[src/rtl/mips_pkg.sv]
`default_nettype none
// +------------------------------------------------------------------------+
// | Module   : mips_pkg                                                    |
// | Purpose  : Shared encodings for the badmips multi-cycle control unit:  |
// |            FSM states, instruction classes, ALU operation codes,       |
// |            opcode/funct values and datapath select codes.              |
// | Revision : 1.0 - initial release                                       |
// +------------------------------------------------------------------------+
package mips_pkg;

   typedef enum logic [2:0] {
      ST_FETCH  = 3'd0,
      ST_DECODE = 3'd1,
      ST_EXEC   = 3'd2,
      ST_MEM    = 3'd3,
      ST_WB     = 3'd4,
      ST_HALT   = 3'd5
   } state_t;

   typedef enum logic [2:0] {
      CLS_RTYPE  = 3'd0,
      CLS_IALU   = 3'd1,
      CLS_LOAD   = 3'd2,
      CLS_STORE  = 3'd3,
      CLS_BRANCH = 3'd4,
      CLS_JUMP   = 3'd5
   } iclass_t;

   // ALU operation codes
   localparam logic [2:0] ALU_AND = 3'd0;
   localparam logic [2:0] ALU_OR  = 3'd1;
   localparam logic [2:0] ALU_XOR = 3'd2;
   localparam logic [2:0] ALU_NOR = 3'd3;
   localparam logic [2:0] ALU_ADD = 3'd4;
   localparam logic [2:0] ALU_SUB = 3'd5;
   localparam logic [2:0] ALU_SLT = 3'd6;
   localparam logic [2:0] ALU_SLL = 3'd7;

   // Opcodes
   localparam logic [5:0] OP_RTYPE = 6'h00;
   localparam logic [5:0] OP_J     = 6'h02;
   localparam logic [5:0] OP_BEQ   = 6'h04;
   localparam logic [5:0] OP_BNE   = 6'h05;
   localparam logic [5:0] OP_ADDI  = 6'h08;
   localparam logic [5:0] OP_ANDI  = 6'h0C;
   localparam logic [5:0] OP_ORI   = 6'h0D;
   localparam logic [5:0] OP_XORI  = 6'h0E;
   localparam logic [5:0] OP_LW    = 6'h23;
   localparam logic [5:0] OP_SW    = 6'h2B;

   // R-type funct codes
   localparam logic [5:0] FN_SLL = 6'h00;
   localparam logic [5:0] FN_ADD = 6'h20;
   localparam logic [5:0] FN_SUB = 6'h22;
   localparam logic [5:0] FN_AND = 6'h24;
   localparam logic [5:0] FN_OR  = 6'h25;
   localparam logic [5:0] FN_XOR = 6'h26;
   localparam logic [5:0] FN_NOR = 6'h27;
   localparam logic [5:0] FN_SLT = 6'h2A;

   // ALU operand A select
   localparam logic [1:0] SRCA_RS    = 2'd0;
   localparam logic [1:0] SRCA_PC    = 2'd1;
   localparam logic [1:0] SRCA_SHAMT = 2'd2;

   // ALU operand B select
   localparam logic [2:0] SRCB_RT       = 3'd0;
   localparam logic [2:0] SRCB_FOUR     = 3'd1;
   localparam logic [2:0] SRCB_SEXT     = 3'd2;
   localparam logic [2:0] SRCB_ZEXT     = 3'd3;
   localparam logic [2:0] SRCB_SEXT_SH2 = 3'd4;

   // Next-PC select
   localparam logic [1:0] PCSRC_ALU    = 2'd0;
   localparam logic [1:0] PCSRC_ALUOUT = 2'd1;
   localparam logic [1:0] PCSRC_JUMP   = 2'd2;

endpackage
`default_nettype wire

[src/rtl/mips_mc_decode.sv]
`default_nettype none
// +------------------------------------------------------------------------+
// | Module   : mips_mc_decode                                              |
// | Purpose  : Combinational instruction classifier. Maps the latched      |
// |            opcode/funct to an instruction class, the ALU operation     |
// |            used in EXEC, the immediate-extend select and a legal flag. |
// | Ports    : opcode, funct  in   IR[31:26], IR[5:0]                      |
// |            iclass        out  instruction class                       |
// |            alu_op        out  EXEC ALU operation                       |
// |            zext          out  1 = zero-extend immediate                |
// |            legal         out  1 = supported instruction                |
// | Revision : 1.0 - initial release                                       |
// +------------------------------------------------------------------------+
module mips_mc_decode
   import mips_pkg::*;
(
   input  logic [5:0] opcode,
   input  logic [5:0] funct,
   output iclass_t    iclass,
   output logic [2:0] alu_op,
   output logic       zext,
   output logic       legal
);

   always_comb begin
      iclass = CLS_RTYPE;
      alu_op = ALU_ADD;
      zext   = 1'b0;
      legal  = 1'b1;
      case (opcode)
         OP_RTYPE: begin
            case (funct)
               FN_ADD:  alu_op = ALU_ADD;
               FN_SUB:  alu_op = ALU_SUB;
               FN_AND:  alu_op = ALU_AND;
               FN_OR:   alu_op = ALU_OR;
               FN_XOR:  alu_op = ALU_XOR;
               FN_NOR:  alu_op = ALU_NOR;
               FN_SLT:  alu_op = ALU_SLT;
               FN_SLL:  alu_op = ALU_SLL;
               default: legal  = 1'b0;
            endcase
         end
         OP_ADDI: begin
            iclass = CLS_IALU;
            alu_op = ALU_ADD;
         end
         OP_ANDI: begin
            iclass = CLS_IALU;
            alu_op = ALU_AND;
            zext   = 1'b1;
         end
         OP_ORI: begin
            iclass = CLS_IALU;
            alu_op = ALU_OR;
            zext   = 1'b1;
         end
         OP_XORI: begin
            iclass = CLS_IALU;
            alu_op = ALU_XOR;
            zext   = 1'b1;
         end
         OP_LW:   iclass = CLS_LOAD;
         OP_SW:   iclass = CLS_STORE;
         OP_BEQ, OP_BNE: begin
            iclass = CLS_BRANCH;
            alu_op = ALU_SUB;
         end
         OP_J:    iclass = CLS_JUMP;
         default: legal  = 1'b0;
      endcase
   end

endmodule
`default_nettype wire

[src/rtl/mips_mc_ctrl.sv]
`default_nettype none
// +------------------------------------------------------------------------+
// | Module   : mips_mc_ctrl                                                |
// | Purpose  : Multi-cycle control unit for the badmips datapath.          |
// |            Sequences FETCH/DECODE/EXEC/MEM/WB, latches the            |
// |            instruction, drives ALU controls, operand selects and all   |
// |            datapath write enables, and watches the memory handshake.   |
// | Ports    : clk, rst_n            clock / async active-low reset        |
// |            instr, mem_rdy        memory read data / completion         |
// |            zf, of                ALU zero / overflow flags             |
// |            mem_req/we/src        memory request, store, address sel   |
// |            ir/pc/rf/aluout_we    register write enables                |
// |            alu_op, alu_src_a/b   ALU operation and operand selects     |
// |            pc_src, reg_dst       next-PC and destination selects       |
// |            mem_to_reg            write-back source                     |
// |            rs..target            fields of the latched IR              |
// |            illegal, ovf, bus_err status                                |
// | Revision : 1.0 - initial release                                       |
// +------------------------------------------------------------------------+
module mips_mc_ctrl
   import mips_pkg::*;
#(
   parameter int MEM_TIMEOUT = 16
)(
   input  logic        clk,
   input  logic        rst_n,
   input  logic [31:0] instr,
   input  logic        mem_rdy,
   input  logic        zf,
   input  logic        of,
   output logic        mem_req,
   output logic        mem_we,
   output logic        mem_src,
   output logic        ir_we,
   output logic        pc_we,
   output logic        rf_we,
   output logic        aluout_we,
   output logic [2:0]  alu_op,
   output logic [1:0]  alu_src_a,
   output logic [2:0]  alu_src_b,
   output logic [1:0]  pc_src,
   output logic        reg_dst,
   output logic        mem_to_reg,
   output logic [4:0]  rs,
   output logic [4:0]  rt,
   output logic [4:0]  rd,
   output logic [4:0]  shamt,
   output logic [15:0] imm,
   output logic [25:0] target,
   output logic        illegal,
   output logic        ovf,
   output logic        bus_err
);

   // Wait counter only ever reaches MEM_TIMEOUT-1 before the state changes.
   localparam int WD_W = (MEM_TIMEOUT > 1) ? $clog2(MEM_TIMEOUT) : 1;

   state_t          state;
   state_t          next_state;
   logic [31:0]     ir;
   logic [WD_W-1:0] wait_cnt;
   logic            of_cap;
   logic            waiting;
   logic            wd_expire;
   logic            ovf_capable;

   iclass_t         iclass;
   logic [2:0]      dec_op;
   logic            zext;
   logic            legal;
   logic [5:0]      opcode;

   assign opcode = ir[31:26];
   assign rs     = ir[25:21];
   assign rt     = ir[20:16];
   assign rd     = ir[15:11];
   assign shamt  = ir[10:6];
   assign imm    = ir[15:0];
   assign target = ir[25:0];

   mips_mc_decode u_decode (
      .opcode (opcode),
      .funct  (ir[5:0]),
      .iclass (iclass),
      .alu_op (dec_op),
      .zext   (zext),
      .legal  (legal)
   );

   // Only add, sub and addi report overflow.
   assign ovf_capable = legal &&
                        (((iclass == CLS_RTYPE) && ((dec_op == ALU_ADD) || (dec_op == ALU_SUB))) ||
                         ((iclass == CLS_IALU) && (dec_op == ALU_ADD)));

   assign waiting = ((state == ST_FETCH) || (state == ST_MEM)) && !mem_rdy;

   generate
      if (MEM_TIMEOUT > 0) begin : g_watchdog
         assign wd_expire = waiting && (wait_cnt == WD_W'(MEM_TIMEOUT - 1));
      end else begin : g_no_watchdog
         assign wd_expire = 1'b0;
      end
   endgenerate

   always_comb begin
      next_state = state;
      case (state)
         ST_FETCH: begin
            if (mem_rdy)        next_state = ST_DECODE;
            else if (wd_expire) next_state = ST_HALT;
         end
         ST_DECODE: begin
            if (!legal || (iclass == CLS_JUMP)) next_state = ST_FETCH;
            else                                next_state = ST_EXEC;
         end
         ST_EXEC: begin
            case (iclass)
               CLS_LOAD, CLS_STORE: next_state = ST_MEM;
               CLS_BRANCH:          next_state = ST_FETCH;
               default:             next_state = ST_WB;
            endcase
         end
         ST_MEM: begin
            if (mem_rdy)        next_state = (iclass == CLS_LOAD) ? ST_WB : ST_FETCH;
            else if (wd_expire) next_state = ST_HALT;
         end
         ST_WB:   next_state = ST_FETCH;
         ST_HALT: next_state = ST_HALT;
         default: next_state = ST_FETCH;
      endcase
   end

   always_ff @(posedge clk or negedge rst_n) begin
      if (!rst_n) begin
         state    <= ST_FETCH;
         ir       <= '0;
         wait_cnt <= '0;
         of_cap   <= 1'b0;
         ovf      <= 1'b0;
         bus_err  <= 1'b0;
      end else begin
         state <= next_state;

         if ((state == ST_FETCH) && mem_rdy)
            ir <= instr;

         if (mem_rdy || (next_state != state))
            wait_cnt <= '0;
         else if (waiting)
            wait_cnt <= wait_cnt + 1'b1;

         // OF belongs to the EXEC result; it is folded into OVF at write-back.
         if (state == ST_EXEC)
            of_cap <= of && ovf_capable;

         if ((state == ST_WB) && of_cap)
            ovf <= 1'b1;

         if (wd_expire)
            bus_err <= 1'b1;
      end
   end

   // Control outputs decode from state and IR; mem_rdy and zf qualify the
   // enables that complete in the same cycle. Everything is forced low while
   // reset is asserted so an aborted instruction issues no writes.
   always_comb begin
      mem_req    = 1'b0;
      mem_we     = 1'b0;
      mem_src    = 1'b0;
      ir_we      = 1'b0;
      pc_we      = 1'b0;
      rf_we      = 1'b0;
      aluout_we  = 1'b0;
      alu_op     = ALU_AND;
      alu_src_a  = SRCA_RS;
      alu_src_b  = SRCB_RT;
      pc_src     = PCSRC_ALU;
      reg_dst    = 1'b0;
      mem_to_reg = 1'b0;
      illegal    = 1'b0;
      if (rst_n) begin
         case (state)
            ST_FETCH: begin
               mem_req   = 1'b1;
               alu_src_a = SRCA_PC;
               alu_src_b = SRCB_FOUR;
               alu_op    = ALU_ADD;
               if (mem_rdy) begin
                  ir_we = 1'b1;
                  pc_we = 1'b1;
               end
            end
            ST_DECODE: begin
               // Branch target is computed speculatively for every instruction.
               alu_src_a = SRCA_PC;
               alu_src_b = SRCB_SEXT_SH2;
               alu_op    = ALU_ADD;
               if (!legal) begin
                  illegal = 1'b1;
               end else begin
                  aluout_we = 1'b1;
                  if (iclass == CLS_JUMP) begin
                     pc_we  = 1'b1;
                     pc_src = PCSRC_JUMP;
                  end
               end
            end
            ST_EXEC: begin
               case (iclass)
                  CLS_RTYPE: begin
                     alu_src_a = (dec_op == ALU_SLL) ? SRCA_SHAMT : SRCA_RS;
                     alu_src_b = SRCB_RT;
                     alu_op    = dec_op;
                     aluout_we = 1'b1;
                  end
                  CLS_IALU: begin
                     alu_src_b = zext ? SRCB_ZEXT : SRCB_SEXT;
                     alu_op    = dec_op;
                     aluout_we = 1'b1;
                  end
                  CLS_LOAD, CLS_STORE: begin
                     alu_src_b = SRCB_SEXT;
                     alu_op    = ALU_ADD;
                     aluout_we = 1'b1;
                  end
                  CLS_BRANCH: begin
                     alu_op = ALU_SUB;
                     pc_src = PCSRC_ALUOUT;
                     pc_we  = (opcode == OP_BNE) ? !zf : zf;
                  end
                  default: ;
               endcase
            end
            ST_MEM: begin
               // The datapath captures its memory data register on the
               // completing edge of a load; no separate enable is issued.
               mem_req = 1'b1;
               mem_src = 1'b1;
               mem_we  = (iclass == CLS_STORE);
            end
            ST_WB: begin
               rf_we      = 1'b1;
               reg_dst    = (iclass == CLS_RTYPE);
               mem_to_reg = (iclass == CLS_LOAD);
            end
            default: ;
         endcase
      end
   end

endmodule
`default_nettype wire

[config.mk]
export PLATFORM = sky130hd
export DESIGN_NAME = mips_mc_ctrl
export DESIGN_NICKNAME = d
export VERILOG_FILES = /design/src/rtl/mips_pkg.sv /design/src/rtl/mips_mc_decode.sv /design/src/rtl/mips_mc_ctrl.sv
export SDC_FILE = /design/constraint.sdc
export NUM_CORES = 1
export LEC_CHECK = 0
export CAP_MARGIN = 25
export CORE_MARGIN = 4
export CORE_UTILIZATION = 43
export CTS_CLUSTER_SIZE = 20
export DETAILED_ROUTE_END_ITERATION = 7
export GPL_TIMING_DRIVEN = 1
export PLACE_DENSITY = 0.81
export SLEW_MARGIN = 10
export SYNTH_ARGS = -nofsm -noshare
export SYNTH_HDL_FRONTEND = slang
export SYNTH_SLANG_ARGS = --single-unit
[constraint.sdc]
create_clock -name clk -period 2.31 [get_ports clk]
set_input_delay 0.231 -clock clk [delete_from_list [all_inputs] [get_ports clk]]
set_output_delay 0.231 -clock clk [all_outputs]
set_load 0.02 [all_outputs]
Sequential cells grouped by signal name:
(4 px per um) Other sequential cells in the stronger gray, the rest of the logic in the fainter gray.
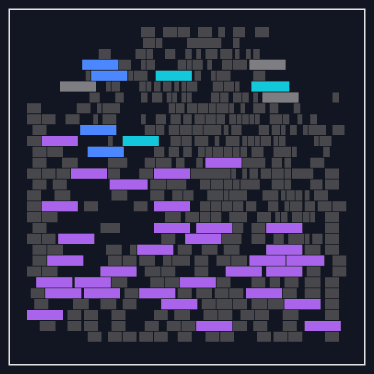
| name in the netlist | color | placed flops |
|---|---|---|
| `ir` | purple | 32 |
| `wait_cnt` | blue | 4 |
| `state` | cyan | 3 |
not colored: 3

The metal 3 layer:
(6 px per um)
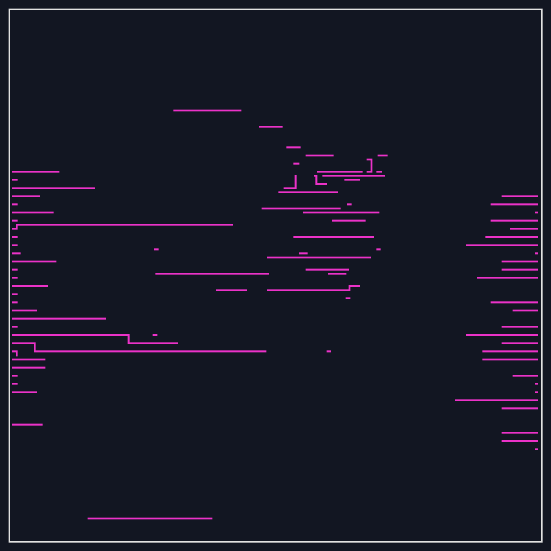
longest straight run: 38.4 um
share of all routed wire: 7.7%
main direction: horizontal
nets with wire on the layer: 77
wire length on this layer: 556 um

Routed metal per tile:
(4 px per um) 18 x 18 tiles, from black (low) to pale yellow (high), scaled to the fullest tile. Values are wire area over tile area, all layers added.
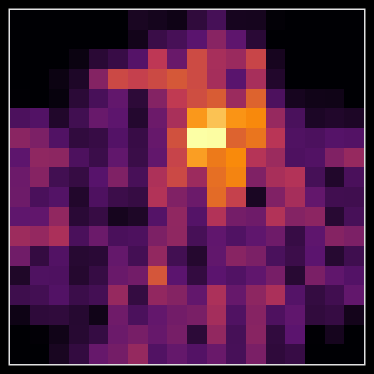
emptiest ninth of the die: top left
tiles over half the peak: 9.3%
densest ninth of the die: middle

Cells by drive strength:
(6 px per um)
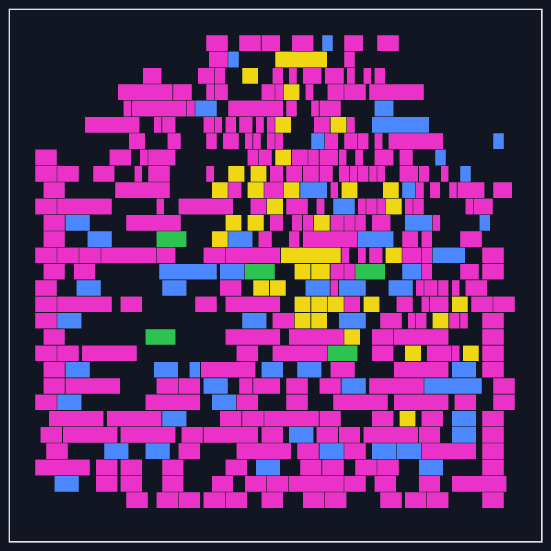
| size | color | cells |
|---|---|---|
| _3 and _4 cells | yellow | 37 |
| _2 cells | blue | 53 |
| _6 and larger | green | 5 |
| _0 and _1 cells | magenta | 276 |

==> Changelog: implementation <==
## Implementation

- Status: finished, violations left
- Failing checks: hold timing
- Die Y: 88.5 um
- Flop2flop setup slack: 0.41 ns
- Layout cells sized above 1: 0.256
- Final HPWL DP: 5470 um
- Non-clk buf share: 0.364
- Drt drc: 0
- DR WL/cell: 16.1 um
- Tapcell Cnt: 77
- AO/OA Area Share: 0.0930
- GRT met2 Usage: 0.330
- Clk. pwr: 0.457 mW
- Hold-fix buffers, CTS: 1
- Diode count: 0
- Bufs on Longest Clock Path: 2
- Max-area cell share: 0.377
- Antenna violations before repair: 0
- Slew Viols, Final: 0
- Endpoints failing hold: 13
- Seq area share: 0.273
- Simple share: 0.163
- Worst VDD drop: 0.990 mV
- Site Rows: 29
- Setup crit start kind: flip-flop
- GRT Residual Overflow: 0
- Design Power: 5.79 mW
- Worst hold slack: -0.00517 ns
- Synth-to-layout area growth: 38.8%
- Vias in the first global route: 2410
- Max frequency: 0.437 GHz
- Worst Path Buf+Inv: 1
- Critical path fanouts, max: 5
- Clk tree area frac: 0.0207
- Yosys chip area: 0.00279 sq mm
- Clk_lat worst skew: 0.29 ns
- Comb area: 0.00121 sq mm
- Commonest flop: dfrtp_1
- Slew headroom: 0.717
- Comb pwr share: 0.674
- Adder Share, Synth: 0.00449
- Crit-path slowest cell: dfrtp_1
- First-pass GRT wire length: 11300 um
- Layer with the highest usage: met2
- Crit-path cells: nor3_1 > a21oi_1 > o32ai_2 > nor2_1 > o21ai_0 > dlygate4sd2_1
- Chip Area: 0.00783 sq mm
- Top Consumer: combinational cells
- WL met1: 2810 um
- Nets@finish: 409
- Net Sw Frac: 0.442
- Critical Path RT: 2.08 ns
- Met1 Use GR: 0.217
- Routability cong.: 0.923
- Post-synth top area cell: dfrtp_1
## per-stage QoR
stage	cell area, sq um	utilization	setup TNS (ns)	setup slack (ns)	cells
finish	3870	0.613	0	0.0230	448
global route	3870	0.613	-0.178	-0.124	448
CTS	3830	0.607	0	0.00443	448
detailed placement	3750	0.594	-0.0852	-0.0852	440
global placement	3750	0.594	0	0.0118	440
floorplan	2790	-	0	0.258	289
## worst register-to-register path, stage by stage (launching register included)
cell and delay [ns]:
dfrtp_1 0.37, buf_4 0.18, nor4b_4 0.29, buf_4 0.18
buf_4 0.38, mux2_2 0.39
## registers in the layout (all words and copies together) (netlist names)
name	count
ir	32
wait_cnt	4
state	3
bus_err	1
of_cap	1
ovf	1
Power is estimated from default activity; no workload was simulated.
